$ cat config.mk
export PLATFORM = sky130hd
export DESIGN_NAME = l1a_test_generator_param
export DESIGN_NICKNAME = d
export VERILOG_FILES = /design/src/rtl/l1a_gen_pkg.sv /design/src/rtl/l1a_lfsr.sv /design/src/rtl/l1a_test_generator_param.sv
export SDC_FILE = /design/constraint.sdc
export NUM_CORES = 1
export LEC_CHECK = 0
export CAP_MARGIN = 0
export CORE_ASPECT_RATIO = 1.75
export CORE_UTILIZATION = 45
export DETAILED_ROUTE_END_ITERATION = 8
export PLACE_DENSITY = 0.68
export SYNTH_ARGS = -nofsm -noshare
export SYNTH_HDL_FRONTEND = slang
export SYNTH_SLANG_ARGS = --single-unit
$ cat constraint.sdc
create_clock -name clk -period 4.9 [get_ports clk]
set_input_delay 0.98 -clock clk [delete_from_list [all_inputs] [get_ports clk]]
set_output_delay 0.98 -clock clk [all_outputs]
set_load 0.01 [all_outputs]
$ cat src/rtl/l1a_gen_pkg.sv
// Shared constants for the L1A test generator: mode and FSM encodings,
// LFSR seeds/tap masks per width, and trigger-window limits.
package l1a_gen_pkg;

    typedef enum logic [1:0] {
        MODE_PERIODIC = 2'b00,
        MODE_RANDOM   = 2'b01,
        MODE_BURST    = 2'b10,
        MODE_EXT      = 2'b11
    } mode_t;

    typedef enum logic [1:0] {
        ST_IDLE  = 2'b00,
        ST_RUN   = 2'b01,
        ST_BURST = 2'b10
    } state_t;

    localparam logic [15:0] SEED_16 = 16'hACE1;
    localparam logic [31:0] SEED_32 = 32'hACE1ACE1;

    // Tap masks: bit i set means stage i+1 of the polynomial feeds back.
    localparam logic [15:0] TAPS_16 = 16'hB400;       // x^16+x^14+x^13+x^11+1
    localparam logic [31:0] TAPS_32 = 32'h8020_0003;  // x^32+x^22+x^2+x+1

    localparam int WIN_MAX_L1A = 8;
    localparam int WIN_LEN     = 130;

    function automatic logic [31:0] lfsr_seed(input int width);
        if (width == 32) return SEED_32;
        else             return {16'h0000, SEED_16};
    endfunction

    function automatic logic [31:0] lfsr_taps(input int width);
        if (width == 32) return TAPS_32;
        else             return {16'h0000, TAPS_16};
    endfunction

endpackage

$ cat src/rtl/l1a_lfsr.sv
// Parametrised Fibonacci LFSR (16 or 32 bit); shifts left with the XOR of
// the tapped stages entering at bit 0. Holds whenever enable is low.
module l1a_lfsr #(
    parameter int WIDTH = 16
) (
    input  logic             clk,
    input  logic             reset,
    input  logic             enable,
    output logic [WIDTH-1:0] state
);
    import l1a_gen_pkg::*;

    localparam logic [31:0]      SEED_FULL = lfsr_seed(WIDTH);
    localparam logic [31:0]      TAPS_FULL = lfsr_taps(WIDTH);
    localparam logic [WIDTH-1:0] SEED      = SEED_FULL[WIDTH-1:0];
    localparam logic [WIDTH-1:0] TAPS      = TAPS_FULL[WIDTH-1:0];

    logic feedback;

    assign feedback = ^(state & TAPS);

    always_ff @(posedge clk or posedge reset) begin
        if (reset) begin
            state <= SEED;
        end else if (enable) begin
            state <= {state[WIDTH-2:0], feedback};
        end
    end

endmodule

$ cat src/rtl/l1a_test_generator_param.sv
// Parametrised L1A generator: periodic / random / burst / external modes with
// min-gap and inhibit vetoes. Optional 8-in-130 window rule: L1A_GEN_TRIG_WINDOW_EN.
module l1a_test_generator_param #(
    parameter int PERIOD_WIDTH = 12,
    parameter int LFSR_WIDTH   = 16,
    parameter int MIN_GAP      = 4,
    parameter int BURST_WIDTH  = 8,
    parameter int CNT_WIDTH    = 32
) (
    input  logic                    clk,
    input  logic                    reset,
    input  logic                    enable,
    input  logic [1:0]              mode,
    input  logic [PERIOD_WIDTH-1:0] period,
    input  logic [LFSR_WIDTH-1:0]   threshold,
    input  logic [BURST_WIDTH-1:0]  burstLen,
    input  logic                    start,
    input  logic                    extL1A,
    input  logic                    inhibit,
    input  logic                    counterClear,
    output logic                    L1A,
    output logic                    busy,
    output logic [CNT_WIDTH-1:0]    l1aCount,
    output logic [CNT_WIDTH-1:0]    vetoCount,
    output logic [1:0]              fsm_state
);
    import l1a_gen_pkg::*;

    localparam int              GAP_W    = (MIN_GAP > 1) ? $clog2(MIN_GAP) : 1;
    localparam logic [GAP_W-1:0] GAP_LOAD = GAP_W'(MIN_GAP - 1);

    state_t                  state;
    state_t                  next_state;
    mode_t                   active_mode;
    logic [PERIOD_WIDTH-1:0] period_cnt;
    logic [PERIOD_WIDTH-1:0] period_last;
    logic [GAP_W-1:0]        gap_cnt;
    logic [BURST_WIDTH-1:0]  remaining;
    logic [LFSR_WIDTH-1:0]   lfsr;
    logic                    at_last;
    logic                    raw_cand;
    logic                    candidate;
    logic                    window_ok;
    logic                    issue;
    logic                    veto;

    assign fsm_state = state;

    l1a_lfsr #(
        .WIDTH (LFSR_WIDTH)
    ) u_lfsr (
        .clk    (clk),
        .reset  (reset),
        .enable (state == ST_RUN),
        .state  (lfsr)
    );

`ifdef L1A_GEN_TRIG_WINDOW_EN
    // Issue history of the previous WIN_LEN-1 cycles; together with the
    // current cycle this covers a full WIN_LEN-cycle window.
    logic [WIN_LEN-2:0] hist;
    logic [7:0]         win_count;

    always_comb begin
        win_count = '0;
        for (int i = 0; i < WIN_LEN - 1; i++) begin
            win_count = win_count + 8'(hist[i]);
        end
    end

    assign window_ok = (win_count < 8'(WIN_MAX_L1A));

    always_ff @(posedge clk or posedge reset) begin
        if (reset) hist <= '0;
        else       hist <= {hist[WIN_LEN-3:0], issue};
    end
`else
    assign window_ok = 1'b1;
`endif

    // Period 0 behaves as period 1; >= keeps a shrunk period from wrapping.
    assign period_last = (period == '0) ? '0 : period - PERIOD_WIDTH'(1);
    assign at_last     = (period_cnt >= period_last);

    always_comb begin
        raw_cand = 1'b0;
        case (active_mode)
            MODE_PERIODIC, MODE_BURST: raw_cand = at_last;
            MODE_RANDOM:               raw_cand = (lfsr < threshold);
            MODE_EXT:                  raw_cand = extL1A;
            default:                   raw_cand = 1'b0;
        endcase
    end

    // A finished burst (remaining==0) and a dropping enable produce no candidate.
    assign candidate = (state != ST_IDLE) && enable && raw_cand &&
                       !(state == ST_BURST && remaining == '0);
    assign issue     = candidate && (gap_cnt == '0) && !inhibit && window_ok;
    assign veto      = candidate && !issue;

    always_comb begin
        next_state = state;
        case (state)
            ST_IDLE: begin
                if (enable && mode != MODE_BURST)               next_state = ST_RUN;
                else if (enable && start && mode == MODE_BURST) next_state = ST_BURST;
            end
            ST_RUN: begin
                if (!enable) next_state = ST_IDLE;
            end
            ST_BURST: begin
                if (!enable || remaining == '0) next_state = ST_IDLE;
            end
            default: next_state = ST_IDLE;
        endcase
    end

    always_ff @(posedge clk or posedge reset) begin
        if (reset) begin
            state       <= ST_IDLE;
            active_mode <= MODE_PERIODIC;
            busy        <= 1'b0;
        end else begin
            state <= next_state;
            busy  <= (next_state != ST_IDLE);
            if (state == ST_IDLE && next_state != ST_IDLE) begin
                active_mode <= mode_t'(mode);
            end
        end
    end

    always_ff @(posedge clk or posedge reset) begin
        if (reset) begin
            period_cnt <= '0;
            remaining  <= '0;
        end else begin
            if (state == ST_IDLE) begin
                period_cnt <= '0;
            end else if (at_last) begin
                // Burst retries a vetoed candidate by parking at terminal count.
                if (!(state == ST_BURST && veto)) period_cnt <= '0;
            end else begin
                period_cnt <= period_cnt + PERIOD_WIDTH'(1);
            end

            if (state == ST_IDLE && next_state == ST_BURST) begin
                remaining <= burstLen;
            end else if (state == ST_BURST && issue) begin
                remaining <= remaining - BURST_WIDTH'(1);
            end
        end
    end

    always_ff @(posedge clk or posedge reset) begin
        if (reset) begin
            L1A       <= 1'b0;
            gap_cnt   <= '0;
            l1aCount  <= '0;
            vetoCount <= '0;
        end else begin
            L1A <= issue;

            if (issue)               gap_cnt <= GAP_LOAD;
            else if (gap_cnt != '0)  gap_cnt <= gap_cnt - GAP_W'(1);

            if (counterClear)        l1aCount <= '0;
            else if (issue)          l1aCount <= l1aCount + CNT_WIDTH'(1);

            if (counterClear)                 vetoCount <= '0;
            else if (veto && vetoCount != '1) vetoCount <= vetoCount + CNT_WIDTH'(1);
        end
    end

endmodule

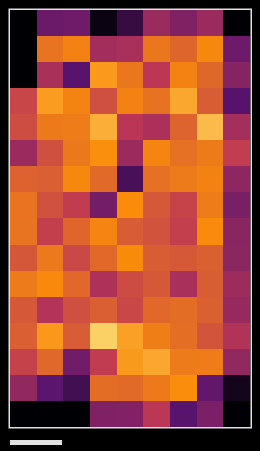
(images/density.png)
The bar under the picture is 20 um long. 9 x 16 tiles, from black (low) to pale yellow (high), 0 to 100% covered.
5.6% of the tiles are nearly empty. The mean over all tiles is 53%. The fullest tile reaches 90%. 8.3% of the tiles are over 75% full.
Layout Utilization: 58.5%
Initial Util: 46.6%
core area: 14000 um^2

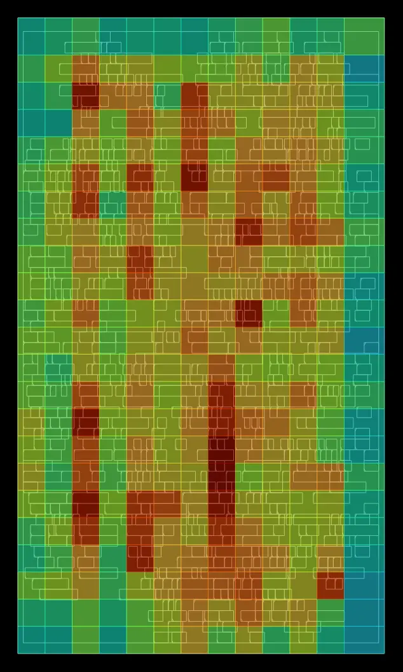
(images/final_congestion.png)
busiest grt layer: met2
grt met1 use: 27.7%
met2 usage: 41.6%

==> flow_metrics.env <==
# flow metrics
export IMPL_io_pins=113
export IMPL_cp_required_ns=5.17
export IMPL_fin_cells=1023
export IMPL_cp_startpoint="period[2]"
export IMPL_vias_per_cell=5.77
export IMPL_postCtsSetupBuffers=0
export IMPL_reg2reg_from="u_lfsr.state[11]"
export IMPL_path_clk_slew_ns=0.07
export IMPL_tightest_slew_ns=1.19
export IMPL_cp_end_kind="flop"
export IMPL_ys_area_um2=6520
export IMPL_hp_class="reg -> reg"
export IMPL_synthesis_nets=810
export IMPL_ant_nets=0
export IMPL_cp_cell_sequence="clkdlybuf4s50_1 -> nor2_1 -> nand3_1 -> nor4_1 -> xor2_1 -> nand2_1 -> ha_1 -> nand4_1 -> nor2_1 -> a211oi_1 -> buf_4 -> o21a_1 -> nor3_1 -> o21ai_0 -> o21ai_0"
export IMPL_wirelength_um=16100
export IMPL_start_kind="input port"
export IMPL_synth_flops=108
export IMPL_p_clk_share_pct=38.1
export IMPL_hold_buffers=0
export IMPL_finalPower_w=0.00202
export IMPL_min_to="u_lfsr.state[0]"
export IMPL_grt_pass1_vias=5943
export IMPL_mostFrequentLayoutCells="clkdlybuf4s50_1, dfrtp_1, nand2_1"
export IMPL_grt_ovfl_total=0
export IMPL_avgRoutedWirePerCell_um=15.7
export IMPL_p_int_w=0.00146
export IMPL_rrSetupSlack_ns=1.69
export IMPL_critPathSlowestCell="nor3_1"
export IMPL_cts_htree_levels=3
export IMPL_clock_root_buffer="clkbuf_16"
export IMPL_power_leakage_nw=3.38
export IMPL_maxSlewHeadroom_pct=19.8
export IMPL_first_iter_violations=214
export IMPL_post_synth_inst_count=730
export IMPL_arrival_ns=4.74
export IMPL_compound_area_share_pct=14.3
export IMPL_grt_setup_unrepaired="no"
export IMPL_layout_cells_most_common="clkdlybuf4s50_1"
export IMPL_stdcell_area_um2=8180
export IMPL_clock_path_buffers=2
export IMPL_fin_crit_ns=4.47
export IMPL_die_x_um=93.0
export IMPL_crit_family="simple AND/OR/NAND/NOR gates"
export IMPL_drv_slew=0
export IMPL_powerDensity_nw_per_um2=247
export IMPL_antenna_found_initial=0
export IMPL_drcViolationCount=0
export IMPL_syn_area_um2=6520
export IMPL_switchingPower_w=0.000561
export IMPL_hold_start="u_lfsr.state[0]"
export IMPL_hold_depth=2
export IMPL_layout_drive_gt1_share_pct=8.75
export IMPL_yosysUniqueCellTypes=48
export IMPL_fp_row_count=57
export IMPL_sequentialPowerShare_pct=47.5
export IMPL_diodes=0
export IMPL_gp_congestion=0.821
export IMPL_switching_share_pct=27.8
export IMPL_finalSetupViolCount=0
export IMPL_critPathKind="in -> reg"
export IMPL_max_stage_delay_ns=0.94
export IMPL_grt_max_degree=77
export IMPL_ys_warnings_count=0
export IMPL_warnings=28
export IMPL_syn_to_final_growth_pct=25.4
export IMPL_place_ws_ns=0.0619
export IMPL_syn_avg_cell_area_um2=8.93
export IMPL_firstDrtPassIters=5
export IMPL_max_freq_mhz=224
export IMPL_dp_hpwl_um=12200
export IMPL_comb_power_w=0.000289
export IMPL_gr_usage_all_layers_pct=23.1
export IMPL_synthTopLogicFamily="simple AND/OR/NAND/NOR gates"
export IMPL_yosys_cells=730
export IMPL_fin_crit_sh_pct=91.3
export IMPL_top_power_group="sequential cells"
export IMPL_grt_pass1_wl_um=28000
export IMPL_adder_share_pct=6.72
export IMPL_placed_cell_area_um2=7870
export IMPL_crit_cells=15
export IMPL_status="finished, final reports clean"
export IMPL_io_buffers=112
export IMPL_ff2ff_path_depth=8
export IMPL_clock_latency_ns=0.36
export IMPL_peakVddDrop_mv=0.165
cells in the mapped netlist (16+ instances only):
| cell | n | area share [%] |
|---|---|---|
| dfrtp_1 | 100 | 38 |
| nand2_1 | 63 | 3.6 |
| o21ai_0 | 58 | 4.5 |
| nor2_1 | 53 | 3.1 |
| a21oi_1 | 48 | 3.7 |
| inv_1 | 44 | 2.5 |
| ha_1 | 35 | 6.7 |
| nand4_1 | 30 | 2.9 |
| mux2_2 | 28 | 4.8 |
| nand3_1 | 28 | 2.1 |
| or4_1 | 27 | 3.1 |
| or3_1 | 25 | 2.4 |
| o31ai_1 | 22 | 2.5 |
| clkbuf_1 | 21 | 1.2 |
| nor2b_1 | 16 | 1.5 |
sequential cells by signal, indices dropped and copies added, names as in the netlist:
| signal | count |
|---|---|
| fsm_state | 2 |
| active_mode | 2 |
| period_cnt | 12 |
| remaining | 8 |
| u_lfsr.state | 16 |
| gap_cnt | 2 |
| L1A | 1 |
| vetoCount | 32 |
| busy | 1 |
| l1aCount | 32 |
logic make-up (layout without fill, tap and decap cells):
family,after synthesis,after routing
fa+ha+maj,35,35
flops,108,108
simple gates,310,310
xor+xnor,19,19
buf+inv,71,187
mux,29,29
compound gates,158,158
layer usage:
layer | GRT usage [%] | wire, um | share of wire, % | vias up
li1 | - | - | - | 2891
met1 | 27.7 | 6520 | 40 | 2866
met2 | 41.6 | 8800 | 55 | 122
met3 | 3.72 | 517 | 3.2 | 22
met4 | 7.41 | 273 | 1.7 | 0
met5 | 0 | 0 | 0 | -
area by class of cell:
cell class                      count  area [um^2]
Clock buffer                       10          229
Clock inverter                      6         78.8
Fill cell                        1324         5800
Inverter                           44          168
Multi-Input combinational cell    551         3540
Sequential cell                   108         2710
Tap cell                          177          221
Timing Repair Buffer              127         1230
